## config.mk

```make
export PLATFORM = sky130hd
export DESIGN_NAME = pll_reconfig_ctrl_flat
export DESIGN_NICKNAME = d
export VERILOG_FILES = /design/src/rtl/pll_reconfig_ctrl_if.sv /design/src/rtl/pll_reconfig_ctrl.sv /design/src/flat_wrapper.sv
export SDC_FILE = /design/constraint.sdc
export NUM_CORES = 1
export LEC_CHECK = 0
export ABC_AREA = 0
export CORE_MARGIN = 2
export CORE_UTILIZATION = 53
export CTS_BUF_LIST = sky130_fd_sc_hd__clkbuf_4 sky130_fd_sc_hd__clkbuf_8
export DETAILED_ROUTE_END_ITERATION = 7
export PLACE_DENSITY = 0.8
export SYNTH_ARGS = -nofsm -noshare
export SYNTH_HDL_FRONTEND = slang
export SYNTH_SLANG_ARGS = --single-unit
```

## constraint.sdc

```tcl
create_clock -name clkin_i -period 3.7 [get_ports clkin_i]
set_clock_uncertainty 0.2 [all_clocks]
set_input_delay 0.74 -clock clkin_i [delete_from_list [all_inputs] [get_ports clkin_i]]
set_output_delay 0.74 -clock clkin_i [all_outputs]
set_load 0.01 [all_outputs]
```

## src/rtl/pll_reconfig_ctrl_if.sv

```systemverilog
// Configuration request channel for pll_reconfig_ctrl: valid/ready handshake
// carrying one complete set of rPLL dynamic select codes.
interface pll_reconfig_ctrl_if;
  logic       cfg_valid;
  logic       cfg_ready;
  logic [5:0] cfg_idsel;
  logic [5:0] cfg_fbdsel;
  logic [5:0] cfg_odsel;
  logic [3:0] cfg_dutyda;
  logic [3:0] cfg_psda;

  modport master (
    output cfg_valid, cfg_idsel, cfg_fbdsel, cfg_odsel, cfg_dutyda, cfg_psda,
    input  cfg_ready
  );

  modport slave (
    input  cfg_valid, cfg_idsel, cfg_fbdsel, cfg_odsel, cfg_dutyda, cfg_psda,
    output cfg_ready
  );
endinterface

```

## src/rtl/pll_reconfig_ctrl.sv

```systemverilog
// rPLL sequencer: reset pulse, lock qualification with timeout/retry, lock-loss
// recovery and dynamic divider/duty/phase reprogramming on the free-running clkin.
module pll_reconfig_ctrl #(
  parameter int unsigned RST_CYCLES    = 16,
  parameter int unsigned LOCK_TIMEOUT  = 65535,
  parameter int unsigned STABLE_CYCLES = 1024,
  parameter int unsigned LOSS_FILTER   = 4,
  parameter int unsigned MAX_RETRY     = 3,
  parameter logic [5:0]  DEF_IDSEL     = 6'h3F,
  parameter logic [5:0]  DEF_FBDSEL    = 6'h3E,
  parameter logic [5:0]  DEF_ODSEL     = 6'h3C,
  parameter logic [3:0]  DEF_DUTYDA    = 4'h8,
  parameter logic [3:0]  DEF_PSDA      = 4'h0
) (
  input  logic                clkin_i,
  input  logic                reset_i,
  pll_reconfig_ctrl_if.slave  cfg,
  input  logic                pll_lock_i,
  output logic                pll_reset_o,
  output logic [5:0]          pll_idsel_o,
  output logic [5:0]          pll_fbdsel_o,
  output logic [5:0]          pll_odsel_o,
  output logic [3:0]          pll_dutyda_o,
  output logic [3:0]          pll_psda_o,
  output logic                sys_rst_o,
  output logic                locked_o,
  output logic                fault_o,
  output logic [3:0]          retry_cnt_o
);

  typedef enum logic [1:0] {
    ST_RST_HOLD  = 2'd0,
    ST_WAIT_LOCK = 2'd1,
    ST_LOCKED    = 2'd2,
    ST_FAULT     = 2'd3
  } state_e;

  // Timer covers both the reset pulse and the lock timeout; filter covers stable and loss runs.
  localparam int unsigned TMAX = (RST_CYCLES > LOCK_TIMEOUT) ? RST_CYCLES : LOCK_TIMEOUT;
  localparam int unsigned FMAX = (STABLE_CYCLES > LOSS_FILTER) ? STABLE_CYCLES : LOSS_FILTER;
  localparam int unsigned TW   = (TMAX < 2) ? 1 : $clog2(TMAX);
  localparam int unsigned FW   = (FMAX < 2) ? 1 : $clog2(FMAX);

  localparam logic [TW-1:0] RST_LAST    = TW'(RST_CYCLES - 1);
  localparam logic [TW-1:0] TMO_LAST    = TW'(LOCK_TIMEOUT - 1);
  localparam logic [FW-1:0] STABLE_LAST = FW'(STABLE_CYCLES - 1);
  localparam logic [FW-1:0] LOSS_LAST   = FW'(LOSS_FILTER - 1);
  localparam logic [3:0]    RETRY_MAX   = 4'(MAX_RETRY);

  state_e        state_q, state_d;
  logic [TW-1:0] tmr_q, tmr_d;
  logic [FW-1:0] filt_q, filt_d;
  logic [3:0]    retry_q, retry_d, retry_inc;
  logic [5:0]    idsel_q, idsel_d, fbdsel_q, fbdsel_d, odsel_q, odsel_d;
  logic [3:0]    dutyda_q, dutyda_d, psda_q, psda_d;
  logic          lock_meta_q, lock_s_q;
  logic          pll_reset_q, pll_reset_d;
  logic          sys_rst_q, sys_rst_d;
  logic          locked_q, locked_d;
  logic          fault_q, fault_d;
  logic          cfg_ready_q, cfg_ready_d;
  logic          accept;

  assign accept    = cfg.cfg_valid & cfg_ready_q;
  assign retry_inc = (retry_q == 4'hF) ? 4'hF : retry_q + 4'd1;

  always_ff @(posedge clkin_i) begin
    if (reset_i) begin
      state_q     <= ST_RST_HOLD;
      tmr_q       <= '0;
      filt_q      <= '0;
      retry_q     <= '0;
      idsel_q     <= DEF_IDSEL;
      fbdsel_q    <= DEF_FBDSEL;
      odsel_q     <= DEF_ODSEL;
      dutyda_q    <= DEF_DUTYDA;
      psda_q      <= DEF_PSDA;
      lock_meta_q <= 1'b0;
      lock_s_q    <= 1'b0;
      pll_reset_q <= 1'b1;
      sys_rst_q   <= 1'b1;
      locked_q    <= 1'b0;
      fault_q     <= 1'b0;
      cfg_ready_q <= 1'b0;
    end else begin
      state_q     <= state_d;
      tmr_q       <= tmr_d;
      filt_q      <= filt_d;
      retry_q     <= retry_d;
      idsel_q     <= idsel_d;
      fbdsel_q    <= fbdsel_d;
      odsel_q     <= odsel_d;
      dutyda_q    <= dutyda_d;
      psda_q      <= psda_d;
      lock_meta_q <= pll_lock_i;
      lock_s_q    <= lock_meta_q;
      pll_reset_q <= pll_reset_d;
      sys_rst_q   <= sys_rst_d;
      locked_q    <= locked_d;
      fault_q     <= fault_d;
      cfg_ready_q <= cfg_ready_d;
    end
  end

  always_comb begin
    state_d  = state_q;
    tmr_d    = tmr_q;
    filt_d   = filt_q;
    retry_d  = retry_q;
    idsel_d  = idsel_q;
    fbdsel_d = fbdsel_q;
    odsel_d  = odsel_q;
    dutyda_d = dutyda_q;
    psda_d   = psda_q;

    unique case (state_q)
      ST_RST_HOLD: begin
        if (tmr_q == RST_LAST) begin
          state_d = ST_WAIT_LOCK;
          tmr_d   = '0;
          filt_d  = '0;
        end else begin
          tmr_d = tmr_q + 1'b1;
        end
      end
      ST_WAIT_LOCK: begin
        if (lock_s_q && (filt_q == STABLE_LAST)) begin
          state_d = ST_LOCKED;
          tmr_d   = '0;
          filt_d  = '0;
        end else if (tmr_q == TMO_LAST) begin
          retry_d = retry_inc;
          state_d = (retry_inc < RETRY_MAX) ? ST_RST_HOLD : ST_FAULT;
          tmr_d   = '0;
          filt_d  = '0;
        end else begin
          tmr_d  = tmr_q + 1'b1;
          filt_d = lock_s_q ? filt_q + 1'b1 : '0;
        end
      end
      ST_LOCKED: begin
        if (!lock_s_q && (filt_q == LOSS_LAST)) begin
          state_d = ST_RST_HOLD;
          tmr_d   = '0;
          filt_d  = '0;
        end else begin
          filt_d = lock_s_q ? '0 : filt_q + 1'b1;
        end
      end
      default: ;
    endcase

    // An accepted request overrides whatever the lock-loss filter decided this cycle.
    if (accept) begin
      state_d  = ST_RST_HOLD;
      tmr_d    = '0;
      filt_d   = '0;
      retry_d  = '0;
      idsel_d  = cfg.cfg_idsel;
      fbdsel_d = cfg.cfg_fbdsel;
      odsel_d  = cfg.cfg_odsel;
      dutyda_d = cfg.cfg_dutyda;
      psda_d   = cfg.cfg_psda;
    end
  end

  always_comb begin
    pll_reset_d = 1'b1;
    sys_rst_d   = 1'b1;
    locked_d    = 1'b0;
    fault_d     = 1'b0;
    cfg_ready_d = 1'b0;
    unique case (state_d)
      ST_WAIT_LOCK: pll_reset_d = 1'b0;
      ST_LOCKED: begin
        pll_reset_d = 1'b0;
        sys_rst_d   = 1'b0;
        locked_d    = 1'b1;
        cfg_ready_d = 1'b1;
      end
      ST_FAULT: begin
        fault_d     = 1'b1;
        cfg_ready_d = 1'b1;
      end
      default: ;
    endcase
  end

  assign cfg.cfg_ready = cfg_ready_q;
  assign pll_reset_o   = pll_reset_q;
  assign pll_idsel_o   = idsel_q;
  assign pll_fbdsel_o  = fbdsel_q;
  assign pll_odsel_o   = odsel_q;
  assign pll_dutyda_o  = dutyda_q;
  assign pll_psda_o    = psda_q;
  assign sys_rst_o     = sys_rst_q;
  assign locked_o      = locked_q;
  assign fault_o       = fault_q;
  assign retry_cnt_o   = retry_q;

endmodule
```

## src/flat_wrapper.sv

```systemverilog
// flat-port wrapper written by rule: the top's interface ports become plain ports
module pll_reconfig_ctrl_flat 
#(
  parameter int unsigned RST_CYCLES    = 16,
  parameter int unsigned LOCK_TIMEOUT  = 65535,
  parameter int unsigned STABLE_CYCLES = 1024,
  parameter int unsigned LOSS_FILTER   = 4,
  parameter int unsigned MAX_RETRY     = 3,
  parameter logic [5:0]  DEF_IDSEL     = 6'h3F,
  parameter logic [5:0]  DEF_FBDSEL    = 6'h3E,
  parameter logic [5:0]  DEF_ODSEL     = 6'h3C,
  parameter logic [3:0]  DEF_DUTYDA    = 4'h8,
  parameter logic [3:0]  DEF_PSDA      = 4'h0
)
  (clkin_i, reset_i, pll_lock_i, pll_reset_o, pll_idsel_o, pll_fbdsel_o, pll_odsel_o, pll_dutyda_o, pll_psda_o, sys_rst_o, locked_o, fault_o, retry_cnt_o, cfg_cfg_valid, cfg_cfg_idsel, cfg_cfg_fbdsel, cfg_cfg_odsel, cfg_cfg_dutyda, cfg_cfg_psda, cfg_cfg_ready);
  pll_reconfig_ctrl_if cfg_i ();
  input  logic clkin_i;
  input  logic reset_i;
  input  logic pll_lock_i;
  output logic pll_reset_o;
  output logic [5:0] pll_idsel_o;
  output logic [5:0] pll_fbdsel_o;
  output logic [5:0] pll_odsel_o;
  output logic [3:0] pll_dutyda_o;
  output logic [3:0] pll_psda_o;
  output logic sys_rst_o;
  output logic locked_o;
  output logic fault_o;
  output logic [3:0] retry_cnt_o;
  input wire logic [$bits(cfg_i.cfg_valid)-1:0] cfg_cfg_valid;
  input wire logic [$bits(cfg_i.cfg_idsel)-1:0] cfg_cfg_idsel;
  input wire logic [$bits(cfg_i.cfg_fbdsel)-1:0] cfg_cfg_fbdsel;
  input wire logic [$bits(cfg_i.cfg_odsel)-1:0] cfg_cfg_odsel;
  input wire logic [$bits(cfg_i.cfg_dutyda)-1:0] cfg_cfg_dutyda;
  input wire logic [$bits(cfg_i.cfg_psda)-1:0] cfg_cfg_psda;
  output wire logic [$bits(cfg_i.cfg_ready)-1:0] cfg_cfg_ready;
  assign cfg_i.cfg_valid = cfg_cfg_valid;
  assign cfg_i.cfg_idsel = cfg_cfg_idsel;
  assign cfg_i.cfg_fbdsel = cfg_cfg_fbdsel;
  assign cfg_i.cfg_odsel = cfg_cfg_odsel;
  assign cfg_i.cfg_dutyda = cfg_cfg_dutyda;
  assign cfg_i.cfg_psda = cfg_cfg_psda;
  assign cfg_cfg_ready = cfg_i.cfg_ready;
  pll_reconfig_ctrl #(.RST_CYCLES(RST_CYCLES), .LOCK_TIMEOUT(LOCK_TIMEOUT), .STABLE_CYCLES(STABLE_CYCLES), .LOSS_FILTER(LOSS_FILTER), .MAX_RETRY(MAX_RETRY), .DEF_IDSEL(DEF_IDSEL), .DEF_FBDSEL(DEF_FBDSEL), .DEF_ODSEL(DEF_ODSEL), .DEF_DUTYDA(DEF_DUTYDA), .DEF_PSDA(DEF_PSDA)) u_core (.clkin_i(clkin_i), .reset_i(reset_i), .cfg(cfg_i), .pll_lock_i(pll_lock_i), .pll_reset_o(pll_reset_o), .pll_idsel_o(pll_idsel_o), .pll_fbdsel_o(pll_fbdsel_o), .pll_odsel_o(pll_odsel_o), .pll_dutyda_o(pll_dutyda_o), .pll_psda_o(pll_psda_o), .sys_rst_o(sys_rst_o), .locked_o(locked_o), .fault_o(fault_o), .retry_cnt_o(retry_cnt_o));
endmodule
```

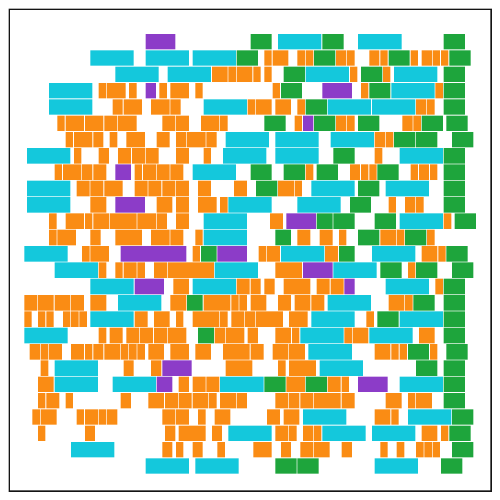
**Above:** run 1 (cell classes on the final placement).
Scale: 6 px per µm.
class	colour	cells
all other logic	orange	289
flops	cyan	65
clock drivers and dummy loads	purple	15
other buffers and delay cells	green	70
flop share of the area: 32.9%
Final Core Density: 71.3%
Core Region: 0.00554 mm²

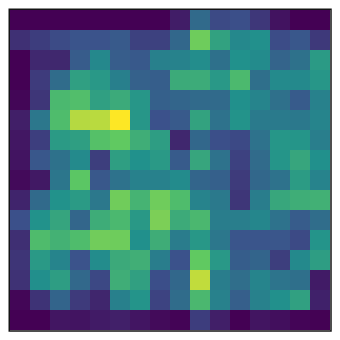
**Above:** run 1 (signal metal coverage by tile).
Scale: 4 px per µm. 16 x 16 tiles, from dark purple (low) to yellow (high), scaled to the fullest tile. Values are wire area over tile area, all layers added.
emptiest ninth of the die	upper left
nearly empty tiles	7.8%
fullest tile	0.49
tiles over half the peak	29%
mean over tiles	0.18
densest ninth of the die	centre
GR Util All Layers: 23.6%
Avg WL per Cell: 14.2 µm
final wirelength: 7260 µm
DR vias: 2800

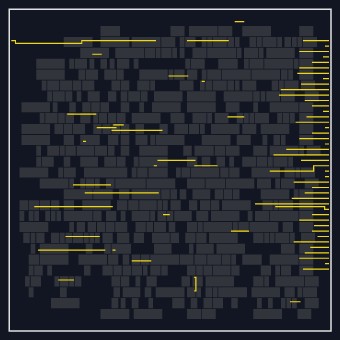
**Above:** run 1 (signal wires on met3).
Scale: 4 px per µm. Cells faint in the background.
wire length on this layer	456 µm
share of all routed wire	6.3%
nets with wire on the layer	62
main direction	horizontal
longest straight run	19.3 µm
met3 global-route usage: 4.83%

==> results.json, run 1 <==
{
  "grt_first_pass_wirelength_um": 11800,
  "top_area_cell": "dfxtp_1",
  "ff_type": "dfxtp_1",
  "synth-xor-area-share_pct": 4.28,
  "synthTopCellsByCount": "nand2_1, dfxtp_1, nor2_1",
  "cp_num_buf_inv": 0,
  "n_antenna_cell": 0,
  "ys_chip_area_mm2": 0.00307,
  "crit_path_start_kind": "flop",
  "grt_overflow": 0,
  "combPwrFrac_pct": 4.7,
  "fin_crit_sh_pct": 86.1,
  "ys_sh_simple_pct": 32.4,
  "cts-resized-gates": 0,
  "p_total_mw": 1.34,
  "arrival_ns": 3.21,
  "slew_headroom_pct": 49.9,
  "bufAreaShareNonClock_pct": 17.4,
  "dpl-instance-area_mm2": 0.00377,
  "power.density_mw_per_mm2": 340,
  "port-buffer-count": 64,
  "area_delta_synth_final_pct": 28.8,
  "clock_buffers": 9,
  "logic_gates": 279,
  "gp_congestion": 0.826,
  "ys_types": 41,
  "adder_share_pct": 4.89,
  "cap_violations": 0,
  "clock_sinks": 65,
  "drt_iter0_markers": 197,
  "hp-start": "u_core.pll_dutyda_o[2]",
  "seq_cells": 65,
  "ys_seq_share_pct": 42.4,
  "logic_family": "simple AND/OR/NAND/NOR gates",
  "ys_warn_count": 0,
  "clock_power_uw": 573,
  "worst_pin_slew_ns": 0.745,
  "drc": 0,
  "cts_root_buf": "clkbuf_8",
  "ys_async_sr_fraction_pct": 0,
  "setup_viol": 0,
  "endpoint": "u_core.cfg.cfg_ready",
  "grt_pass1_vias": 2498,
  "area_leaders": "dfxtp_1, nand2_1, ha_1",
  "antenna_found_initial": 0,
  "post-dp-hpwl_um": 5010,
  "dieWidth_um": 80.1,
  "dp_cells": 496,
  "rsz0062_at_grt": "no",
  "worstHoldPathCells": 2,
  "p_sw_share_pct": 22.1,
  "dieHeight_um": 80.1,
  "fp_nets": 414,
  "cp.required_ns": 3.73,
  "synth-edff-count": 0,
  "p_comb_uw": 63.7,
  "chip_area_mm2": 0.00641,
  "status": "finished clean",
  "pg_seq_uw": 707,
  "place_ws_ns": 0.548
}
==> run 1: sequential cells by signal, summed over array words and instances, names as in the netlist, 2 cells and up <==
| name | count |
|---|---|
| u_core.tmr_q | 16 |
| u_core.filt_q | 10 |
| u_core.pll_fbdsel_o | 6 |
| u_core.pll_idsel_o | 6 |
| u_core.pll_odsel_o | 6 |
| u_core.pll_dutyda_o | 4 |
| u_core.pll_psda_o | 4 |
| u_core.retry_cnt_o | 4 |
| u_core.state_q | 2 |
==> run 1: per-layer routing <==
metal  global-route usage, %  wire (µm)  vias up
met5                       0          0        -
met4                    11.0        126        0
met3                    4.83        455       11
met2                    35.3       3280       89
met1                    32.5       3400     1267
li1                        -          -     1433
==> inputs of run 2 (changes only) <==
Settings changed: CTS_CLUSTER_SIZE from default to 24, GPL_TIMING_DRIVEN from default to 0.
==> run 2 against run 1 <==
Against the previous run:
- combinational power up 2%
- clock-buffer cell count up 2
- sequential share of layout area down 0.20 points
==> results.json, run 2 <==
{
  "chip_area_mm2": 0.00641,
  "dpl-instance-area_mm2": 0.00380,
  "endpoint": "u_core.cfg.cfg_ready",
  "dp_cells": 508,
  "met1_usage_pct": 30.7,
  "antenna_found_initial": 0,
  "grt.total_usage_pct": 24.0,
  "rsz0062_at_grt": "no",
  "hp-start": "u_core.lock_meta_q",
  "top_layer": "met4",
  "crit_path_start_kind": "flop",
  "arrival_ns": 3.12,
  "power.density_mw_per_mm2": 331,
  "dieWidth_um": 80.1,
  "status": "finished clean",
  "area_leaders": "dfxtp_1, nand2_1, ha_1",
  "met3_length_um": 478,
  "synth-edff-count": 0,
  "drt_iter0_markers": 174,
  "cts-resized-gates": 0,
  "cts_root_buf": "clkbuf_8",
  "post-dp-hpwl_um": 5370,
  "bufAreaShareNonClock_pct": 18.0,
  "top_area_cell": "dfxtp_1",
  "reg2reg_depth": 9,
  "logic_family": "simple AND/OR/NAND/NOR gates",
  "clock_buffers": 11,
  "n_antenna_cell": 0,
  "final_cell_mix": "nand2_1, dfxtp_1, clkdlybuf4s50_1",
  "coreArea_mm2": 0.00554,
  "ys_warn_count": 0,
  "gr-max-usage-layer": "met2",
  "setup_viol": 0,
  "gp_congestion": 0.833,
  "port-buffer-count": 64,
  "route.met2.wl_um": 3420,
  "grt_first_pass_wirelength_um": 12100,
  "ys_types": 41,
  "seq_cells": 65,
  "synthTopCellsByCount": "nand2_1, dfxtp_1, nor2_1",
  "worst_pin_slew_ns": 0.816,
  "reg_top3": "u_core.tmr_q x16, u_core.filt_q x10",
  "adder_share_pct": 4.89,
  "seq_share_pct": 32.7,
  "worstHoldPathCells": 1,
  "ys_sh_simple_pct": 32.4,
  "logic_gates": 279,
  "cp.required_ns": 3.74,
  "dieHeight_um": 80.1,
  "clk_path_buf_depth": 2,
  "grt_pass1_vias": 2621,
  "largest_reg_flops": 16,
  "grt_overflow": 0,
  "synth-xor-area-share_pct": 4.28,
  "cp_num_buf_inv": 1,
  "fin_crit_sh_pct": 83.5,
  "slowest_delay_ns": 0.58,
  "drc": 0,
  "ys_async_sr_fraction_pct": 0,
  "clock_sinks": 65,
  "fp_nets": 414,
  "slew_headroom_pct": 45.4,
  "wl_met1_um": 3340,
  "ff_type": "dfxtp_1",
  "grt_use_met2_pct": 39.8,
  "ys_chip_area_mm2": 0.00307,
  "wl_per_cell_um": 14.0,
  "cap_violations": 0
}
## run 2: cell types whose count changed in the layout (fill, tap and decap cells not counted)
cell and delta:
clkbuf_1 +15, buf_4 -6, buf_1 +1, buf_2 +1
buf_6 +1, bufinv_16 -1, clkbuf_4 +1, clkbuf_8 +1
clkinv_4 +1, clkinvlp_4 -1
## run 2: power breakdown
group	total (mW)	internal, mW	switching, mW
Clock	0.542	0.266	0.276
Sequential	0.707	0.703	0.00406
Combinational	0.0648	0.0404	0.0244
Total	1.31	1.01	0.304
## run 2: stage by stage
step           setup WS (ns)  power, mW
6_report               0.611       1.31
5_1_grt                0.415       1.36
4_1_cts                0.634       1.33
3_5_place_dp           0.421      0.788
3_3_place_gp           0.435      0.787
2_1_floorplan          0.886      0.748
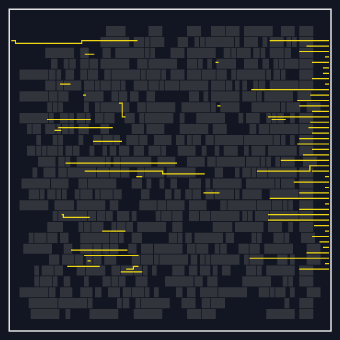
**Above:** run 2 (signal wires on met3).
Scale: 4 px per µm. Cells faint in the background.
nets with wire on the layer	59
wire length on this layer	479 µm
main direction	horizontal
longest straight run	27.6 µm
final wirelength: 7360 µm
DR vias: 2877
met3 global-route usage: 4.38%

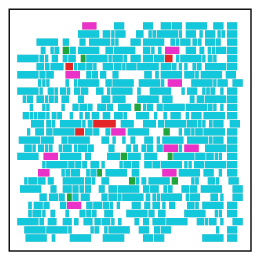
**Above:** run 2 (cell sizes after repair).
Scale: 3 px per µm.
size	colour	cells	share
drive 3 to 4	red	4	0.88%
drive 1 or less	cyan	427	94%
drive 2	green	10	2.2%
drive 6 and up	magenta	11	2.4%
final setup margin: 0.611 ns
count of non-CTS buffers in the layout: 82
Area Growth Syn to Fin: 29.6%
fin area: 0.00398 mm²

Power figures rest on the tool's default switching activity, not on a simulated workload.
